Fig. 1: run 1, signal wires on met2
Drawn at 2 px/µm.
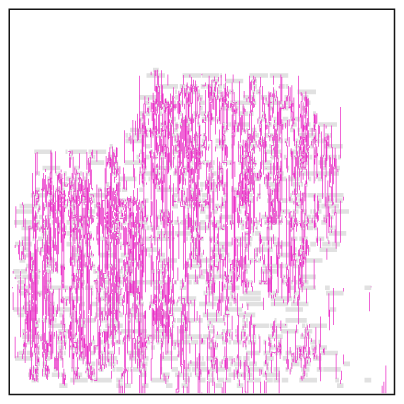
Fig. 2: run 1, a small window of the routed layout
Region (134, 134) to (154, 154) µm. Cells in gray, sequential cells in the stronger gray; small squares are vias.
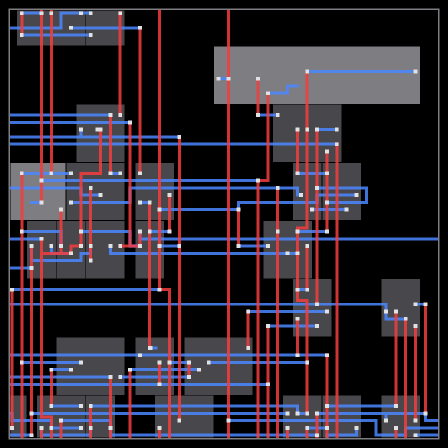
Fig. 3: run 1, clock nets
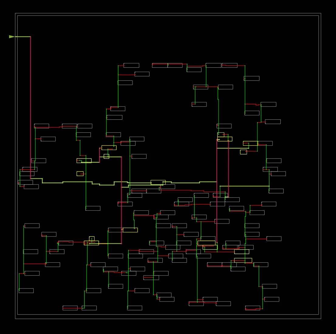
Fig. 4: run 1, metal layers overlaid
Drawn at 3 px/µm. Only two layers are drawn.
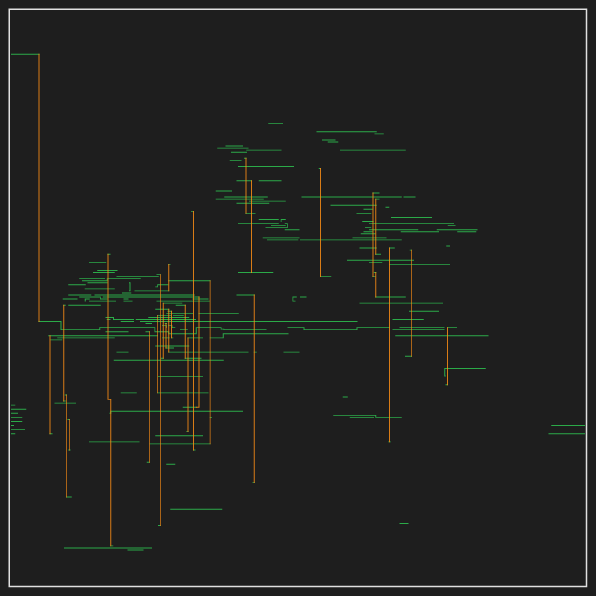
### src/rtl/stepper_move_ctrl.sv
// Trapezoidal step-pulse generator feeding the 4-phase stepper sequencer.
// Accepts (steps, dir) moves and ramps the step period between PERIOD_MAX and PERIOD_MIN.
module stepper_move_ctrl #(
    parameter int CNT_W      = 27,
    parameter int STEP_W     = 16,
    parameter int PERIOD_MAX = 5000000,
    parameter int PERIOD_MIN = 500000,
    parameter int ACCEL_DEC  = 50000
) (
    input  logic                     clk,
    input  logic                     rst,
    input  logic                     cmd_valid,
    output logic                     cmd_ready,
    input  logic                     cmd_dir,
    input  logic [STEP_W-1:0]        cmd_steps,
    input  logic                     abort,
    output logic                     step,
    output logic                     dir,
    output logic                     enable,
    output logic                     busy,
    output logic                     done,
    output logic signed [STEP_W-1:0] pos
);

    typedef enum logic [2:0] {
        S_IDLE,
        S_ACCEL,
        S_CRUISE,
        S_DECEL,
        S_DONE
    } state_t;

    localparam logic [CNT_W:0]         P_MAX_X = (CNT_W+1)'(PERIOD_MAX);
    localparam logic [CNT_W:0]         P_MIN_X = (CNT_W+1)'(PERIOD_MIN);
    localparam logic [CNT_W:0]         DEC_X   = (CNT_W+1)'(ACCEL_DEC);
    localparam logic [CNT_W-1:0]       P_MAX   = CNT_W'(PERIOD_MAX);
    localparam logic [CNT_W-1:0]       P_MIN   = CNT_W'(PERIOD_MIN);
    localparam logic signed [STEP_W-1:0] POS_ONE = STEP_W'(1);

    // One extra bit keeps the ramp arithmetic from wrapping before the clamp.
    function automatic logic [CNT_W-1:0] period_faster(input logic [CNT_W-1:0] p);
        logic [CNT_W:0] wide;
        logic [CNT_W-1:0] res;
        wide = {1'b0, p};
        if (wide < P_MIN_X + DEC_X)
            res = P_MIN;
        else
            res = CNT_W'(wide - DEC_X);
        return res;
    endfunction

    function automatic logic [CNT_W-1:0] period_slower(input logic [CNT_W-1:0] p);
        logic [CNT_W:0] wide;
        logic [CNT_W-1:0] res;
        wide = {1'b0, p} + DEC_X;
        if (wide > P_MAX_X)
            res = P_MAX;
        else
            res = CNT_W'(wide);
        return res;
    endfunction

    function automatic logic [STEP_W-1:0] sat_dec(input logic [STEP_W-1:0] v);
        return (v == '0) ? '0 : v - STEP_W'(1);
    endfunction

    state_t              r_state;
    logic [CNT_W-1:0]    r_period;
    logic [CNT_W-1:0]    r_tick;
    logic [STEP_W-1:0]   r_remaining;
    logic [STEP_W-1:0]   r_ramp_cnt;

    logic                w_event;
    logic [STEP_W-1:0]   w_rem_dec;
    logic [STEP_W-1:0]   w_ramp_inc;
    logic [STEP_W-1:0]   w_ramp_dec;
    logic [CNT_W-1:0]    w_period_fast;
    logic [CNT_W-1:0]    w_period_slow;
    state_t              w_nxt_state;
    logic [CNT_W-1:0]    w_nxt_period;
    logic [STEP_W-1:0]   w_nxt_rem;
    logic [STEP_W-1:0]   w_nxt_ramp;

    assign w_event       = (r_tick == r_period - CNT_W'(1));
    assign w_rem_dec     = sat_dec(r_remaining);
    assign w_ramp_inc    = r_ramp_cnt + STEP_W'(1);
    assign w_ramp_dec    = sat_dec(r_ramp_cnt);
    assign w_period_fast = period_faster(r_period);
    assign w_period_slow = period_slower(r_period);

    always_comb begin
        w_nxt_state  = r_state;
        w_nxt_period = r_period;
        w_nxt_rem    = r_remaining;
        w_nxt_ramp   = r_ramp_cnt;
        case (r_state)
            S_ACCEL: if (w_event) begin
                w_nxt_rem    = w_rem_dec;
                w_nxt_period = w_period_fast;
                w_nxt_ramp   = w_ramp_inc;
                if (w_rem_dec == '0)
                    w_nxt_state = S_DONE;
                else if (w_rem_dec <= w_ramp_inc)
                    w_nxt_state = S_DECEL;
                else if (w_period_fast == P_MIN)
                    w_nxt_state = S_CRUISE;
            end
            S_CRUISE: if (w_event) begin
                w_nxt_rem = w_rem_dec;
                if (w_rem_dec == '0)
                    w_nxt_state = S_DONE;
                else if (w_rem_dec <= r_ramp_cnt)
                    w_nxt_state = S_DECEL;
            end
            S_DECEL: if (w_event) begin
                w_nxt_rem    = w_rem_dec;
                w_nxt_period = w_period_slow;
                w_nxt_ramp   = w_ramp_dec;
                if (w_rem_dec == '0)
                    w_nxt_state = S_DONE;
            end
            default: ;
        endcase
        // Abort leaves exactly enough steps to unwind the ramp taken so far.
        if ((r_state == S_ACCEL || r_state == S_CRUISE) && abort && w_nxt_state != S_DONE) begin
            w_nxt_rem   = w_nxt_ramp;
            w_nxt_state = (w_nxt_ramp == '0) ? S_DONE : S_DECEL;
        end
    end

    always_ff @(posedge clk or posedge rst) begin
        if (rst) begin
            r_state     <= S_IDLE;
            r_period    <= P_MAX;
            r_tick      <= '0;
            r_remaining <= '0;
            r_ramp_cnt  <= '0;
            cmd_ready   <= 1'b1;
            step        <= 1'b0;
            dir         <= 1'b0;
            enable      <= 1'b0;
            busy        <= 1'b0;
            done        <= 1'b0;
            pos         <= '0;
        end else begin
            step <= 1'b0;
            done <= 1'b0;
            case (r_state)
                S_IDLE: if (cmd_valid) begin
                    dir       <= cmd_dir;
                    busy      <= 1'b1;
                    cmd_ready <= 1'b0;
                    if (cmd_steps == '0) begin
                        r_state <= S_DONE;
                        done    <= 1'b1;
                    end else begin
                        r_state     <= S_ACCEL;
                        r_remaining <= cmd_steps;
                        r_period    <= P_MAX;
                        r_tick      <= '0;
                        r_ramp_cnt  <= '0;
                        enable      <= 1'b1;
                    end
                end
                S_DONE: begin
                    r_state   <= S_IDLE;
                    busy      <= 1'b0;
                    cmd_ready <= 1'b1;
                end
                default: begin
                    r_state     <= w_nxt_state;
                    r_period    <= w_nxt_period;
                    r_remaining <= w_nxt_rem;
                    r_ramp_cnt  <= w_nxt_ramp;
                    r_tick      <= w_event ? '0 : r_tick + CNT_W'(1);
                    if (w_event) begin
                        step <= 1'b1;
                        pos  <= dir ? pos + POS_ONE : pos - POS_ONE;
                    end
                    if (w_nxt_state == S_DONE) begin
                        done   <= 1'b1;
                        enable <= 1'b0;
                    end
                end
            endcase
        end
    end

endmodule

### config.mk
export PLATFORM = sky130hd
export DESIGN_NAME = stepper_move_ctrl
export DESIGN_NICKNAME = d
export VERILOG_FILES = /design/src/rtl/stepper_move_ctrl.sv
export SDC_FILE = /design/constraint.sdc
export NUM_CORES = 1
export LEC_CHECK = 0
export CORE_MARGIN = 1
export CORE_UTILIZATION = 30
export DETAILED_ROUTE_END_ITERATION = 6
export PLACE_DENSITY_LB_ADDON = 0.3
export SETUP_SLACK_MARGIN = 0.3
export SLEW_MARGIN = 20
export SYNTH_ARGS = -nofsm -noshare
export SYNTH_HDL_FRONTEND = slang
export SYNTH_SLANG_ARGS = --single-unit
### constraint.sdc
create_clock -name clk -period 7.1 [get_ports clk]
set_input_delay 0.71 -clock clk [delete_from_list [all_inputs] [get_ports clk]]
set_output_delay 0.71 -clock clk [all_outputs]
set_load 0.03 [all_outputs]
==> out/metrics.yaml, run 1 <==
top_logic_kind: "simple AND/OR/NAND/NOR gates"
top_cell_area_share: 0.236
p_leak_nw: 4.61
ys.flops: 111
route.met2.wl_um: 16600
switchingPower_mw: 1.88
grt_overflow: 0
fin_ws_ns: 1.82
dp_hpwl_um: 25900
path_cells: "or4_1 > or2_2 > or4b_2 > a21oi_1 > nand2_1 > or4_1 > buf_4 > o21ai_0 > nand2_1 > or4_1 > o21a_1 > o31ai_2"
grt_first_pass_wirelength_um: 56300
p_int_mw: 1.94
clk_share: 0.0283
buffers: 58
grt_max_degree: 66
ys_sh_aoi: 0.246
path_class: "flop to flop"
combinationalPowerShare: 0.576
clockBufferDepth: 2
flop_cell: "dfrtp_1"
num-nonclk-inverters: 57
syn2layout_area_growth_pct: 9.97
critPathSlowestCell: "or4_1"
reg_top3: "r_period x27, r_tick x27"
dieArea_um2: 36800
n_clock_buffer: 9
warning_count: 33
cts_resized: 0
final_hold_viol_count: 0
ys_seq_frac: 0.258
outcome: "finished clean"
start_kind: "flop"
cp.required_ns: 7.39
p_clk_frac: 0.159
fp-utilization: 0.305
ys_cells: 1421
yosys.area.top_type: "dfrtp_1"
path_delay_family: "simple AND/OR/NAND/NOR gates"
simple_gate_area_frac: 0.265
comb_cells: 1149
cts_sinks: 111
end_kind: "flop"
Notes on Fig. 1 above:
longest straight run: 95.5 µm
main direction: vertical

Notes on Fig. 2 above:
| color | layer |
|---|---|
| red | met2 |
| blue | met1 |
netlist names of flops here include: r_period (1)
sequential cells in the window: 1
cells with their middle in the window: 25
most frequent: a21oi_1 (7)

Notes on Fig. 3 above:
clk latency late pin: 0.38 ns
cts bufs inserted: 9

Notes on Fig. 4 above:
| color | layer | wire length |
|---|---|---|
| orange | met4 | 1,050 µm |
| green | met3 | 1,720 µm |
Global Route Usage Sum: 0.193
DR vias: 10,786
final wirelength: 35,100 µm
WL/cell: 19.0 µm

## run 1: cells by family (layout without fill, tap and decap cells)
group,Yosys count,count (layout)
buf+inv,161,131
fa+ha+maj,57,57
compound gates,408,408
simple gates,556,556
flops,111,111
mux,22,22
xor+xnor,106,106
## run 1: final timing paths
path                             start        endpoint  cells past startpoint
setup / recovery           r_period[3]            done                     12
hold / removal                 pos[15]         pos[15]                      1
setup reg to reg           r_period[3]            done                     12
hold reg to reg                pos[15]         pos[15]                      1
max in group asynchronous          rst  r_ramp_cnt[11]                      3
min in group asynchronous          rst         pos[15]                      2
## run 1: stage by stage
step	total power [mW]	area (µm²)	hold slack [ns]	cells	utilization
floorplan	2.61	10800	0.492	1421	-
global placement	3.16	11600	0.477	1836	0.326
detailed placement	3.19	11600	0.489	1836	0.326
CTS	3.82	11900	0.500	1852	0.335
global route	4.14	11900	0.516	1852	0.335
finish	3.82	11900	0.490	1852	0.335
## run 1: power by group through the flow
stage                     combinational [mW]  clock, mW  sequential (mW)
after CTS                               2.18      0.630             1.01
after floorplan                         1.73          0            0.877
final                                   2.20      0.607             1.01
after global placement                  2.14          0             1.02
after global routing                    2.45      0.648             1.04
after detailed placement                2.17          0             1.02
## run 1: cell usage in the layout (no fill, tap or decap), types with 15 or more instances in the layout
cell type,instances
a211oi_1,16
a21o_1,17
a21oi_1,100
a31oi_1,26
and2_1,20
and3_1,23
buf_4,16
clkdlybuf4s50_1,42
dfrtp_1,102
ha_1,55
inv_1,55
nand2_1,127
nand3_1,52
nand4_1,22
nor2_1,123
nor3_1,50
nor4_1,33
o211ai_1,15
o21ai_0,95
xnor2_1,71
xor2_1,35
Fig. 5: run 1, nets reached from selected ports
Drawn at 2 px/µm.
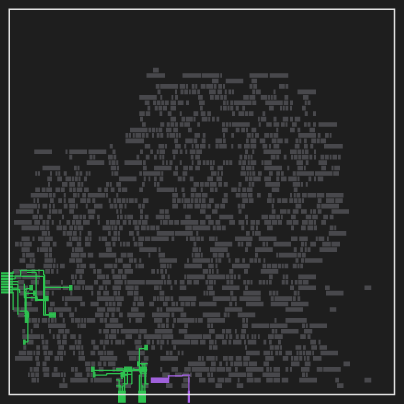

==> run 1 -> run 2 <==
- clock period: 7.1 -> 4.5 ns (I/O delays scaled with it)
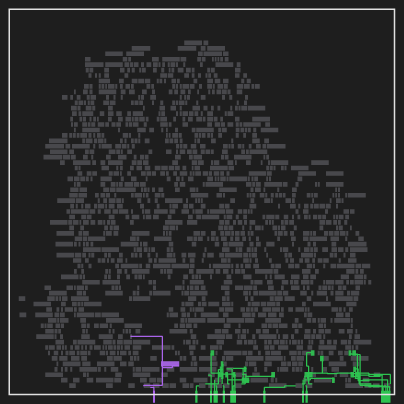
Fig. 6. Nets reached from selected ports (run 2).
Drawn at 2 px/µm.
| color | port | direction | end cells | wire |
|---|---|---|---|---|
| green | cmd_steps | input | 20 | 441 µm |
| purple | dir | output | 1 | 63.9 µm |
# port buffers: 42
I/O pins: 43

==> out/metrics.yaml, run 2 <==
outcome: "finished with violations"
violations: "design-rule violations"
clock_latency_ns: 0.39  # about the same
synth_area_um2: 10800
grt_first_pass_wirelength_um: 58500  # +4.0%
place_area_um2: 12300  # +6.3%
path_class: "flop to flop"
htree_levels: 3
fp-utilization: 0.305  # unchanged
path_cells: "or4_4 > or3_4 > a221o_1 > or4_4 > nand3b_4 > buf_8 > o41ai_1 > o21ai_1 > or2_4 > or4_4 > o21a_1 > o31ai_2"
postRouteAntennaNets: 0
wirelength_um: 37100  # +5.5%
r2r_cells: 12  # unchanged
yosys.area.top_type: "dfrtp_1"
post_cts_hold_buffer_count: 0
end_kind: "flop"
path_delay_family: "simple AND/OR/NAND/NOR gates"
r2r-start: "r_period[7]"
ys_sh_aoi: 0.246  # unchanged
gp_congestion: 0.927
ys_sh_adder: 0.0664
critical_path_arrival_ns: 4.59
syn2layout_area_growth_pct: 19.5
fin_ws_ns: 0.227  # -1.59 ns
layout_top_cells: "nand2_1, nor2_1, buf_4"
ys.flops: 111  # unchanged
ys_cells: 1421  # unchanged
final_hold_viol_count: 0  # unchanged
setup_viol: 0
grt_usage: 0.202  # +0.00911
cp.required_ns: 4.81  # -2.58 ns
slew_headroom: 0.410
clockBufferDepth: 2  # unchanged
dp_hpwl_um: 27300  # +5.6%
grt_max_degree: 112  # +70%
finalInstanceArea_um2: 12900  # +8.6%
critPathSlowestCell: "or4_4"
dieArea_um2: 36800  # unchanged
fmax_mhz: 234
rr_endpoint: "done"
p_leak_nw: 5.15  # +12%
syn-num-nets: 1498
first_pass_iters: 7
skew_ns: 0.0216
top_logic_kind: "simple AND/OR/NAND/NOR gates"
clk_pin_slew_worst_paths_ns: 0.09
numCtsBuffers: 9  # unchanged
fin_util: 0.364  # +0.0289
reg_top3: "r_period x27, r_tick x27"
synth_chip_area_um2: 10800
grt_overflow: 0  # unchanged
flop_cell: "dfrtp_1"
whs_path_depth: 1  # unchanged
top_cell: "nand2_1"
post-route-drc-count: 2
lay_top_count: "nand2_1"
cts_tree: "done"
holdPathEnd: "pos[15]"
simple_gate_area_frac: 0.265  # unchanged
synthCells: 1421
die_w_um: 192
pre_cts_ws_ns: -0.0495
cts_sinks: 111  # unchanged
max_stage_delay_ns: 0.57
min_from: "pos[15]"
ys_seq_frac: 0.258  # unchanged
vias_per_cell: 5.74
fp.dieH_um: 192
crit_start: "r_period[7]"
power_mw: 6.43  # +68%
timing.final.crit_share: 0.950
drt-initial-drc-count: 987
start_kind: "flop"
wire_per_inst_um: 19.0  # +0.25%
power.density_nw_per_um2: 497
synth.distinct_cells: 80
num_vias: 11197  # +3.8%
warning_count: 38  # +15%
top_cell_area_share: 0.236  # unchanged
## run 2: layout make-up
type                    count  area, µm²
inverters                  57        216
repair buffers            155       1320
flip-flops and latches    111       2790
well taps                 461        577
clock buffers               9        225
clock inverters             7       75.1
fillers                  3669      22600
multi-input cells        1149       7720
## run 2: worst max-delay path by stage
stage | slack [ns] | endpoint | depth (start not counted)
finish | 0.23 | done | 12
global route | 0.11 | done | 12
CTS | 0.26 | done | 12
detailed placement | -0.05 | enable | 12
global placement | -0.1 | enable | 12
floorplan | 0.06 | done | 13
## run 2: metal layers
layer	up-vias	GRT usage	part of all wire
met5	-	0	0
met4	0	0.0806	0.028
met3	67	0.0269	0.054
met2	374	0.326	0.47
met1	5417	0.271	0.45
li1	5339	-	-
## run 2: worst register-to-register path, stage by stage (launching register included)
cell and delay (ns):
dfrtp_1 0.39, or4_4 0.54, or3_4 0.35, a221o_1 0.36, or4_4 0.49, nand3b_4 0.18, buf_8 0.15, o41ai_1 0.36
o21ai_1 0.16, or2_4 0.27, or4_4 0.57, o21a_1 0.21, o31ai_2 0.17
## run 2: power by group
part / switching [mW] / total [mW] / internal, mW
Clock: 0.474 / 0.868 / 0.394
Combinational: 2.46 / 4.11 / 1.65
Sequential: 0.250 / 1.45 / 1.20
## run 2: what timing repair did
| action | in CTS | in global routing |
|---|---|---|
| resized | 16 | 42 |
| pin swaps | 4 | 5 |
| buffers inserted | 3 | 5 |
| setup endpoints to repair | 17 | 36 |
## run 2: per-stage QoR
step,instances,hold slack (ns),TNS [ns]
final,1949,0.483,0
after global routing,1949,0.496,0
after CTS,1944,0.483,0
after detailed placement,1925,0.471,-0.153
after global placement,1925,0.465,-0.389
after floorplan,1421,0.492,0
No activity file was given, so power comes from the tool's default toggle rates.
